`config.mk`:
```
export PLATFORM = sky130hd
export DESIGN_NAME = cnn_pe_sequencer
export DESIGN_NICKNAME = d
export VERILOG_FILES = /design/src/rtl/cnn_pe_sequencer.sv
export SDC_FILE = /design/constraint.sdc
export NUM_CORES = 1
export LEC_CHECK = 0
export ABC_AREA = 1
export CAP_MARGIN = 10
export CORE_AREA = 5 5 110 112
export DETAILED_ROUTE_END_ITERATION = 10
export DIE_AREA = 0 0 115 117
export PLACE_DENSITY = 0.91
export SLEW_MARGIN = 5
export SYNTH_ARGS = -nofsm -noshare
export SYNTH_HDL_FRONTEND = slang
export SYNTH_SLANG_ARGS = --single-unit
```
`constraint.sdc`:
```
create_clock -name clk -period 9.7 [get_ports clk]
set_input_delay 2.91 -clock clk [delete_from_list [all_inputs] [get_ports clk]]
set_output_delay 2.91 -clock clk [all_outputs]
set_load 0.05 [all_outputs]
```
`src/rtl/cnn_pe_sequencer.sv`:
```
// cnn_pe_sequencer: broadcast controller for the CNN_POOL_ReLU PE array.
// Runs each layer through weight load, convolution, pooling and finish phases.
// Optional build macro CNN_SEQ_PERF_CNT_EN adds the stall_cnt output, which
// counts CONV cycles where the sequencer was ready but no activation arrived.
`timescale 1ns/1ps
module cnn_pe_sequencer #(
  parameter int ICP_NUM  = 4,
  parameter int DATA_W   = 8,
  parameter int ADDR_B   = 5,
  parameter int DEPTH    = 18,
  parameter int POOL_CYC = 4,
  parameter int CNT_B    = 16
) (
  input  logic                        clk,
  input  logic                        reset,
  input  logic                        start,
  input  logic [ADDR_B-1:0]           cfg_depth,
  input  logic [CNT_B-1:0]            cfg_nact,
  input  logic                        w_valid,
  input  logic [DATA_W-1:0]           w_data,
  output logic                        w_ready,
  input  logic                        a_valid,
  input  logic [ICP_NUM*DATA_W-1:0]   a_data,
  output logic                        a_ready,
  output logic [2:0]                  pe_state,
  output logic signed [DATA_W-1:0]    a_out [ICP_NUM],
  output logic signed [DATA_W-1:0]    wrb_data,
  output logic [ICP_NUM-1:0]          wrb_mask,
  output logic [ADDR_B-1:0]           wrb_addr,
  output logic [ADDR_B-1:0]           rdb_addr,
  output logic                        busy,
  output logic                        done
`ifdef CNN_SEQ_PERF_CNT_EN
  ,
  output logic [31:0]                 stall_cnt
`endif
);

  localparam int LANE_W = (ICP_NUM > 1) ? $clog2(ICP_NUM) : 1;
  localparam int POOL_W = $clog2(POOL_CYC + 1);

  // PE state codes seen by every PE lane
  localparam logic [2:0] PE_INVALID   = 3'd0;
  localparam logic [2:0] PE_WEIGHT_LD = 3'd1;
  localparam logic [2:0] PE_CONV      = 3'd2;
  localparam logic [2:0] PE_POOL      = 3'd3;
  localparam logic [2:0] PE_POOL_FIN  = 3'd4;

  typedef enum logic [2:0] {
    S_IDLE,
    S_LOAD_W,
    S_CONV,
    S_POOL,
    S_FIN
  } state_t;

  state_t              state;
  logic [ADDR_B-1:0]   depth_q;
  logic [CNT_B-1:0]    nact_q;
  logic [LANE_W-1:0]   lane;
  logic [ADDR_B-1:0]   wr_addr;
  logic [ADDR_B-1:0]   rd_cnt;
  logic [CNT_B-1:0]    beat_cnt;
  logic [POOL_W-1:0]   pool_cnt;

  // Zero or oversized depth requests fall back to the full buffer
  function automatic logic [ADDR_B-1:0] clamp_depth(input logic [ADDR_B-1:0] d);
    if (d == '0 || d > ADDR_B'(DEPTH)) return ADDR_B'(DEPTH);
    return d;
  endfunction

  // Layer sequencer; every output is registered one cycle after its handshake
  always_ff @(posedge clk or posedge reset) begin
    if (reset) begin
      state    <= S_IDLE;
      pe_state <= PE_INVALID;
      for (int i = 0; i < ICP_NUM; i++) a_out[i] <= '0;
      wrb_data <= '0;
      wrb_mask <= '0;
      wrb_addr <= '0;
      rdb_addr <= '0;
      w_ready  <= 1'b0;
      a_ready  <= 1'b0;
      busy     <= 1'b0;
      done     <= 1'b0;
      depth_q  <= '0;
      nact_q   <= '0;
      lane     <= '0;
      wr_addr  <= '0;
      rd_cnt   <= '0;
      beat_cnt <= '0;
      pool_cnt <= '0;
    end else begin
      wrb_mask <= '0;
      done     <= 1'b0;
      case (state)
        S_IDLE: begin
          if (start) begin
            depth_q  <= clamp_depth(cfg_depth);
            nact_q   <= cfg_nact;
            lane     <= '0;
            wr_addr  <= '0;
            rd_cnt   <= '0;
            beat_cnt <= '0;
            pool_cnt <= '0;
            w_ready  <= 1'b1;
            busy     <= 1'b1;
            pe_state <= PE_WEIGHT_LD;
            state    <= S_LOAD_W;
          end
        end
        S_LOAD_W: begin
          if (w_valid && w_ready) begin
            wrb_data <= $signed(w_data);
            wrb_mask <= ICP_NUM'(1) << lane;
            wrb_addr <= wr_addr;
            if (lane == LANE_W'(ICP_NUM - 1)) begin
              lane <= '0;
              if (wr_addr == depth_q - 1'b1) begin
                // last word: the final write still shows as WEIGHT_LD next cycle
                w_ready <= 1'b0;
                if (nact_q == '0) begin
                  state <= S_POOL;
                end else begin
                  a_ready <= 1'b1;
                  state   <= S_CONV;
                end
              end else begin
                wr_addr <= wr_addr + 1'b1;
              end
            end else begin
              lane <= lane + 1'b1;
            end
          end
        end
        S_CONV: begin
          if (a_valid && a_ready) begin
            for (int i = 0; i < ICP_NUM; i++)
              a_out[i] <= $signed(a_data[i*DATA_W +: DATA_W]);
            rdb_addr <= rd_cnt;
            pe_state <= PE_CONV;
            rd_cnt   <= (rd_cnt == depth_q - 1'b1) ? '0 : rd_cnt + 1'b1;
            beat_cnt <= beat_cnt + 1'b1;
            if (beat_cnt == nact_q - 1'b1) begin
              a_ready <= 1'b0;
              state   <= S_POOL;
            end
          end else begin
            // stall: A and read address hold, PEs see an idle beat
            pe_state <= PE_INVALID;
          end
        end
        S_POOL: begin
          if (pool_cnt == POOL_W'(POOL_CYC)) begin
            pe_state <= PE_POOL_FIN;
            done     <= 1'b1;
            state    <= S_FIN;
          end else begin
            pe_state <= PE_POOL;
            pool_cnt <= pool_cnt + 1'b1;
          end
        end
        S_FIN: begin
          pe_state <= PE_INVALID;
          busy     <= 1'b0;
          state    <= S_IDLE;
        end
        default: state <= S_IDLE;
      endcase
    end
  end

`ifdef CNN_SEQ_PERF_CNT_EN
  function automatic logic [31:0] sat_inc(input logic [31:0] v);
    return (v == '1) ? v : v + 32'd1;
  endfunction

  // Stall counter: cleared per layer, saturating, frozen outside CONV
  always_ff @(posedge clk or posedge reset) begin
    if (reset)
      stall_cnt <= '0;
    else if (state == S_IDLE && start)
      stall_cnt <= '0;
    else if (state == S_CONV && a_ready && !a_valid)
      stall_cnt <= sat_inc(stall_cnt);
  end
`endif

endmodule
```
==> flow_summary.toml, run 1 <==
# yosys + openroad results
[run_status]
outcome = "finished clean"

[pwr]
p_leak_nw = 3.79
swShare = 0.454
p_switching_mw = 1.27
p_int_mw = 1.53

[clock_network]
cts_tree = "built"
cts_buffers = 17
cts.sink_count = 116

[final_layout]
syn2layout_area_growth_pct = 34.4
comb_area_share = 0.331
seq_share = 0.367
final_cell_mix = "nand2_1 (264), clkdlybuf4s50_1 (126), dfrtp_1 (116), inv_1 (73), nor2_1 (54)"
diodes = 0
final-nonclk-buf-share = 0.160

[setup_path]
critical_path_class = "primary input to flop"
critPathCaptureType = "flop"
r2r-start = "state[1]$_DFFE_PP0P_"
crit_arrival_ns = 5.59
path_cells = "clkdlybuf4s50_1, nand3_2, inv_2, nor2_8, inv_4, nand3_4, nor3_4, nand3_1, o21ai_1, a21oi_1"

[timing]
timing.setup.tns_ns = 0
period_needed_ns = 5.30

[global_routing]
antenna_found_initial = 0
grt_usage = 0.241

[placed_design]
dp_cells = 983

[detailed_routing]
wl_met3_um = 1060
route.met2.wl_um = 7600

[logic_synthesis]
most_common_cell = "nand2_1"
ys.flops = 116
syn-cell-area_um2 = 5880
**Run 1: M1 wires**

Drawn at 4 px/um. Supply wires on this layer in grey. Cells faint in the background.
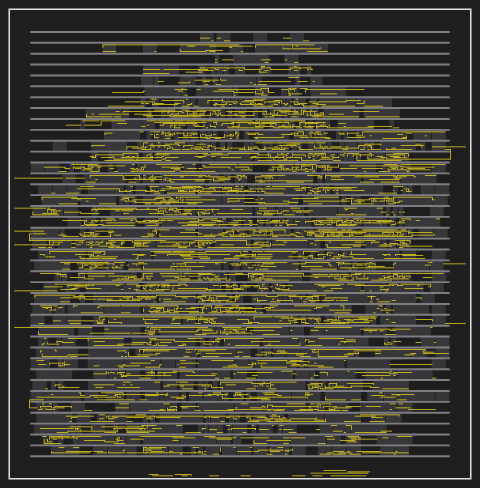
longest straight run: 38.2 um
share of all routed wire: 41%
wire length on this layer: 6180 um
final wirelength: 15200 um
M1 GR Usage: 0.300
Via Count: 5322

**Run 1: placement view**

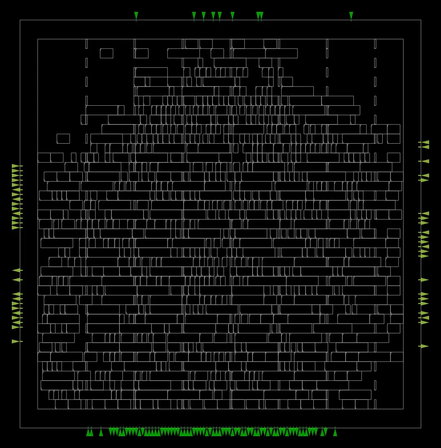
Flops: 116
# Taps: 143
Fillers: 797

**Run 1: port wiring**

Drawn at 3 px/um.
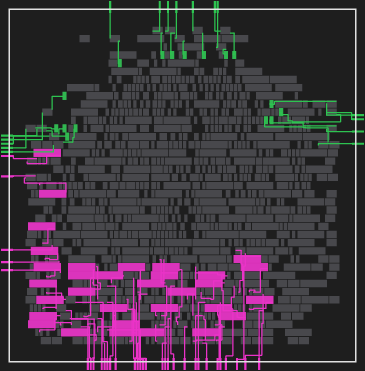
legend:
  `cfg_nact`:
    colour: green
    bits: 16
    direction: input
    edge: 7 top, 5 left, 4 right
    end_cells: 16
    buffers: 16
    wire: 367 um
  `a_out`:
    colour: magenta
    bits: 32
    direction: output
    edge: 27 bottom, 5 left
    end_cells: 32
    buffers: 32
    wire: 1050 um
I/O pin count: 127
port bufs: 126

**Run 1: cell sizes after repair**

Drawn at 3 px/um.
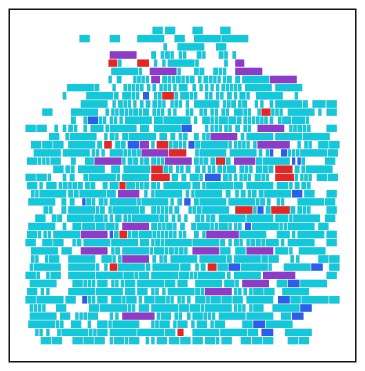
legend:
  x3 and x4:
    colour: red
    cells: 19
    share: 2.2%
  x6 and larger:
    colour: purple
    cells: 26
    share: 3.0%
    most_used: clkbuf_16
  x2:
    colour: blue
    cells: 25
    share: 2.9%
    most_used: mux2_2
  x1 and smaller:
    colour: cyan
    cells: 802
    share: 92%
    most_used: nand2_1

## Run 2: what changed since run 1
Settings changed: CORE_AREA 5 5 110 112 to 5 5 120 122, DIE_AREA 0 0 115 117 to 0 0 125 127, PLACE_DENSITY 0.91 to 0.82.
Clock period 9.7 ns to 4.7 ns, I/O delays scaled along.
**Run 2: M1 wires**

Drawn at 4 px/um. Supply wires on this layer in grey. Cells faint in the background.
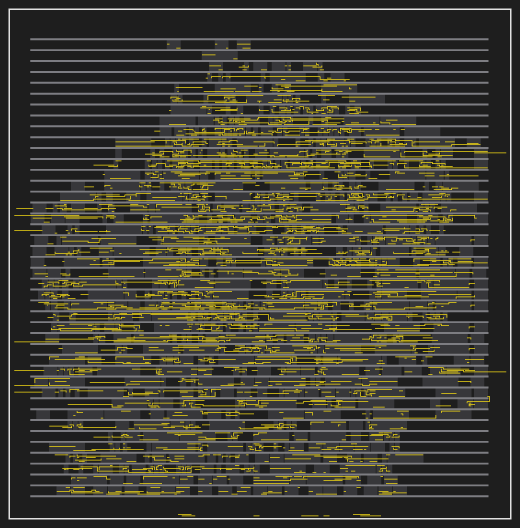
wire length on this layer: 6070 um
longest straight run: 26.7 um
share of all routed wire: 42%
nets with wire on the layer: 844
main direction: horizontal
final wirelength: 14400 um
M1 GR Usage: 0.241
Via Count: 5179

**Run 2: port wiring**

Drawn at 3 px/um.
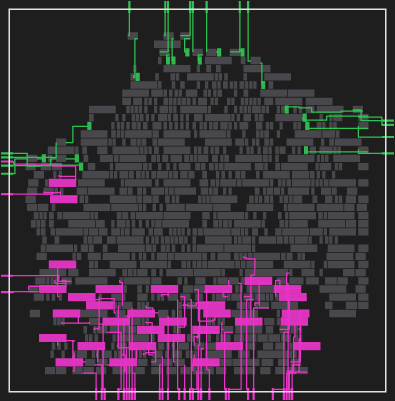
legend:
  `a_out`:
    colour: magenta
    bits: 32
    direction: output
    edge: 28 bottom, 4 left
    end_cells: 32
    buffers: 32
    wire: 1160 um
  `cfg_nact`:
    colour: green
    bits: 16
    direction: input
    edge: 8 top, 4 left, 4 right
    end_cells: 16
    buffers: 16
    wire: 386 um

**Run 2: placement view**

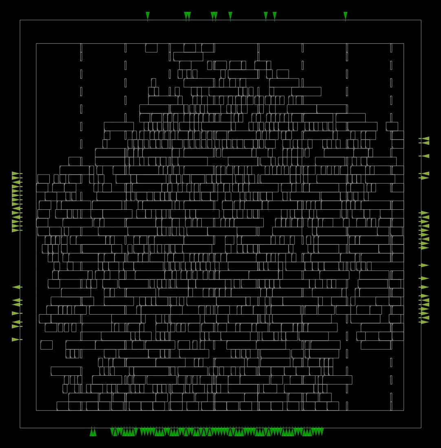
final cell count without fillers: 1051
Fillers: 1103
# Taps: 176
Final Util: 0.608
core footprint: 13100 um2

==> flow_summary.toml, run 2 <==
# yosys + openroad results
[detailed_routing]
route.met2.wl_um = 7190
wl_met3_um = 802

[final_layout]
clock_area_frac = 0.0775
syn2layout_area_growth_pct = 35.2
seq_share = 0.365
flops = 116
final-nonclk-buf-share = 0.162
diodes = 0
final_cell_mix = "nand2_1 (264), clkdlybuf4s50_1 (126), dfrtp_1 (116), inv_1 (73), nor2_1 (54)"

[setup_path]
path_cells = "clkdlybuf4s50_1"
critPathCaptureType = "output port"
critical_path_class = "flop to output port"
r2r-start = "nact_q[0]$_DFFE_PP0P_"

[logic_synthesis]
most_common_cell = "nand2_1"
syn-cell-area_um2 = 5880
ys.flops = 116
floorplan.nets = 805

[global_routing]
grt_usage = 0.188
grt_pass1_wl_um = 24300
antenna_found_initial = 0

[pwr]
p_leak_nw = 3.79
swShare = 0.453
p_switching_mw = 2.59
p_int_mw = 3.12

[timing]
period_needed_ns = 3.11
timing.setup.tns_ns = 0

[placed_design]
io_buffers = 126
dp_cells = 1019

[hold_path]
hold_start = "busy$_DFFE_PP0P_"

[clock_network]
cts_buffers = 17
cts.sink_count = 116

[run_status]
outcome = "finished clean"

[die]
ios = 127
